===== src/rtl/db_arbiter.sv =====
// db_arbiter: shares the CPU's single data-break channel between two break
// devices (port 0 = RK8E disk controller, port 1 = secondary break device).
// One request per port is accepted, grants alternate round-robin, and the
// DB1 major state is watched to find the end of the break cycle. On a read,
// memory data is captured and returned on rdata with a one-clock ack pulse.
//
// Requester handshake: reqN is a level. The requester raises reqN with
// addrN/wrN/wdataN valid and holds it until it sees ackN (break completed)
// or errN (no DB1 within TIMEOUT clocks). It then drops reqN at once, and
// may raise it again for a new transfer no earlier than the following clock.
// Fields are sampled only on the grant edge; a dropped req does not cancel a
// granted break.
module db_arbiter #(
  parameter logic [4:0]  DB1_CODE = 5'd10,
  parameter int unsigned TIMEOUT  = 255
) (
  input  logic        clk,
  input  logic        reset,
  input  logic [4:0]  state,
  input  logic        break_in_prog,
  input  logic        req0,
  input  logic [14:0] addr0,
  input  logic        wr0,
  input  logic [11:0] wdata0,
  input  logic        req1,
  input  logic [14:0] addr1,
  input  logic        wr1,
  input  logic [11:0] wdata1,
  input  logic [11:0] mem_rdata,
  output logic        data_break,
  output logic [14:0] break_addr,
  output logic        to_mem,
  output logic [11:0] break_wdata,
  output logic [11:0] rdata,
  output logic        ack0,
  output logic        ack1,
  output logic        err0,
  output logic        err1,
  output logic        busy,
  output logic [1:0]  dbg_state
);

  // The counter only has to reach TIMEOUT-1.
  localparam int CW = (TIMEOUT > 2) ? $clog2(TIMEOUT) : 1;
  localparam logic [CW-1:0] CNT_LAST = CW'(TIMEOUT - 1);

  typedef enum logic [1:0] {
    S_IDLE = 2'd0,
    S_REQ  = 2'd1,
    S_XFER = 2'd2,
    S_ACK  = 2'd3
  } fsm_e;

  fsm_e          fsm_q, fsm_d;
  logic          last_q, last_d;     // port granted most recently
  logic          gnt_q, gnt_d;       // port owning the current break
  logic          mask_q, mask_d;     // first IDLE clock after an ack
  logic [CW-1:0] cnt_q, cnt_d;
  logic          db_q, db_d;
  logic [14:0]   addr_q, addr_d;
  logic          tomem_q, tomem_d;
  logic [11:0]   wdata_q, wdata_d;
  logic [11:0]   rdata_q, rdata_d;
  logic          cap_q, cap_d;       // first XFER clock: capture read data
  logic [1:0]    ack_q, ack_d;
  logic [1:0]    err_q, err_d;

  logic [1:0]    mask_vec;
  logic [1:0]    elig;
  logic          win;

  // Eligible requests and the round-robin winner among them. The port that
  // was just acked is still dropping its req, so it is masked for one clock.
  always_comb begin
    mask_vec = 2'b00;
    if (mask_q) begin
      mask_vec[gnt_q] = 1'b1;
    end
    elig = {req1, req0} & ~mask_vec;
    win  = last_q;
    if (elig[~last_q]) begin
      win = ~last_q;
    end
  end

  // Next-state and next-output logic for the break sequencer.
  always_comb begin
    fsm_d   = fsm_q;
    last_d  = last_q;
    gnt_d   = gnt_q;
    mask_d  = mask_q;
    cnt_d   = cnt_q;
    db_d    = db_q;
    addr_d  = addr_q;
    tomem_d = tomem_q;
    wdata_d = wdata_q;
    rdata_d = rdata_q;
    cap_d   = cap_q;
    ack_d   = 2'b00;
    err_d   = 2'b00;

    unique case (fsm_q)
      S_IDLE: begin
        mask_d = 1'b0;
        if (|elig) begin
          addr_d  = win ? addr1  : addr0;
          tomem_d = win ? wr1    : wr0;
          wdata_d = win ? wdata1 : wdata0;
          db_d    = 1'b1;
          gnt_d   = win;
          last_d  = win;
          cnt_d   = '0;
          fsm_d   = S_REQ;
        end
      end

      S_REQ: begin
        if (state == DB1_CODE) begin
          db_d  = 1'b0;
          cap_d = 1'b1;
          fsm_d = S_XFER;
        end else if (cnt_q == CNT_LAST) begin
          db_d         = 1'b0;
          err_d[gnt_q] = 1'b1;
          fsm_d        = S_IDLE;
        end else begin
          cnt_d = cnt_q + 1'b1;
        end
      end

      S_XFER: begin
        // Memory data is only valid on the first edge after DB1 is seen.
        cap_d = 1'b0;
        if (cap_q && !tomem_q) begin
          rdata_d = mem_rdata;
        end
        if ((state != DB1_CODE) && !break_in_prog) begin
          ack_d[gnt_q] = 1'b1;
          fsm_d        = S_ACK;
        end
      end

      S_ACK: begin
        mask_d = 1'b1;
        fsm_d  = S_IDLE;
      end

      default: begin
        fsm_d = S_IDLE;
      end
    endcase
  end

  // State and output registers; reset drops the break request immediately.
  always_ff @(posedge clk) begin
    if (!reset) begin
      fsm_q   <= S_IDLE;
      last_q  <= 1'b1;
      gnt_q   <= 1'b0;
      mask_q  <= 1'b0;
      cnt_q   <= '0;
      db_q    <= 1'b0;
      addr_q  <= '0;
      tomem_q <= 1'b0;
      wdata_q <= '0;
      rdata_q <= '0;
      cap_q   <= 1'b0;
      ack_q   <= 2'b00;
      err_q   <= 2'b00;
    end else begin
      fsm_q   <= fsm_d;
      last_q  <= last_d;
      gnt_q   <= gnt_d;
      mask_q  <= mask_d;
      cnt_q   <= cnt_d;
      db_q    <= db_d;
      addr_q  <= addr_d;
      tomem_q <= tomem_d;
      wdata_q <= wdata_d;
      rdata_q <= rdata_d;
      cap_q   <= cap_d;
      ack_q   <= ack_d;
      err_q   <= err_d;
    end
  end

  assign data_break  = db_q;
  assign break_addr  = addr_q;
  assign to_mem      = tomem_q;
  assign break_wdata = wdata_q;
  assign rdata       = rdata_q;
  assign ack0        = ack_q[0];
  assign ack1        = ack_q[1];
  assign err0        = err_q[0];
  assign err1        = err_q[1];
  assign busy        = (fsm_q != S_IDLE);
  assign dbg_state   = fsm_q;

endmodule


===== config.mk =====
export PLATFORM = sky130hd
export DESIGN_NAME = db_arbiter
export DESIGN_NICKNAME = d
export VERILOG_FILES = /design/src/rtl/db_arbiter.sv
export SDC_FILE = /design/constraint.sdc
export NUM_CORES = 1
export LEC_CHECK = 0
export ABC_AREA = 1
export CORE_MARGIN = 2
export CORE_UTILIZATION = 39
export CTS_BUF_LIST = sky130_fd_sc_hd__clkbuf_16
export DETAILED_ROUTE_END_ITERATION = 10
export HOLD_SLACK_MARGIN = 0.15
export MAX_ROUTING_LAYER = met4
export PLACE_DENSITY_LB_ADDON = 0.05
export SKIP_CTS_REPAIR_TIMING = 1
export SLEW_MARGIN = 40
export SYNTH_ARGS = -nofsm -noshare
export SYNTH_HDL_FRONTEND = slang
export SYNTH_SLANG_ARGS = --single-unit

===== constraint.sdc =====
create_clock -name clk -period 1.5 [get_ports clk]
set_input_delay 0.15 -clock clk [delete_from_list [all_inputs] [get_ports clk]]
set_output_delay 0.15 -clock clk [all_outputs]
set_load 0.01 [all_outputs]

==> images/met1.png <==
Cells faint in the background.
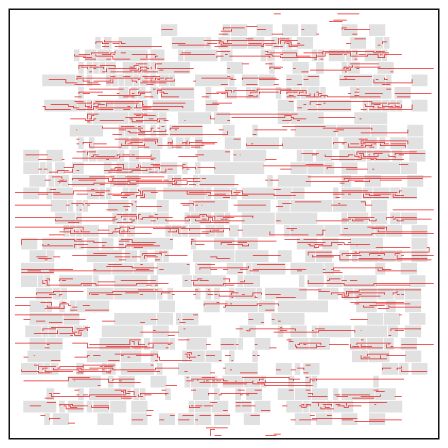
wire length on this layer = 3,590 um
share of all routed wire = 45%
main direction = horizontal
nets with wire on the layer = 533

==> flow_metrics.env <==
# yosys + openroad results
export IMPL_rsz0062_at_grt="no"
export IMPL_regToRegSetupSlack_ns=0.12
export IMPL_viasPerCell=4.62
export IMPL_status="finished, final reports clean"
export IMPL_combPwrFrac=0.477
export IMPL_top_cells_by_count="nand2_1 (68), dfxtp_1 (59), nor2_1 (42)"
export IMPL_clkPwrFrac=0.261
export IMPL_syn_inst=384
export IMPL_min_delay_start="reset"
export IMPL_ys_warn_count=0
export IMPL_top_area_cell="dfxtp_1"
export IMPL_place_detailed_hpwl_um=5660
export IMPL_clkSinkCount=59
export IMPL_ys_sh_xor=0.0142
export IMPL_p_sw_uw=3230
export IMPL_cts_tree="done"
export IMPL_yosys_area_top_type_share=0.384
export IMPL_fin_crit_ns=1.43
export IMPL_yosysMostFrequentCell="nand2_1"
export IMPL_drv_cap=0
export IMPL_reg2reg_depth=8
export IMPL_r2r_end="cnt_q[2]"
export IMPL_hp_class="in -> reg"
==> images/met2.png <==
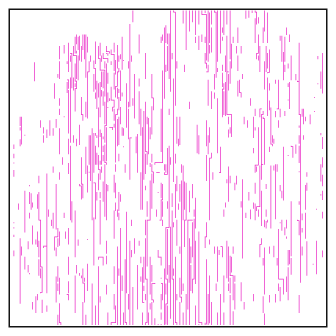
nets with wire on the layer = 458
wire length on this layer = 3,830 um
share of all routed wire = 48%

-- per-stage QoR --
step | util | TNS (ns) | area, um^2 | worst slack [ns]
floorplan | - | 0 | 3080 | 0.000943
global placement | 0.584 | -0.0128 | 4490 | -0.0128
detailed placement | 0.584 | -0.190 | 4490 | -0.0568
CTS | 0.629 | -0.523 | 4830 | -0.320
global route | 0.638 | 0 | 4910 | 0.0190
finish | 0.638 | 0 | 4910 | 0.0652
-- final cells by class --
class / count / area, um^2
clock buffers: 9 / 225
inverters: 51 / 196
repair buffers: 143 / 1460
fillers: 655 / 2780
clock inverters: 7 / 118
multi-input cells: 255 / 1600
well taps: 102 / 128
flip-flops and latches: 59 / 1190
-- worst max-delay path, cell delays in order (launching register included) --
cell and delay, ns:
dfxtp_2 0.33, buf_4 0.12, clkdlybuf4s50_1 0.53
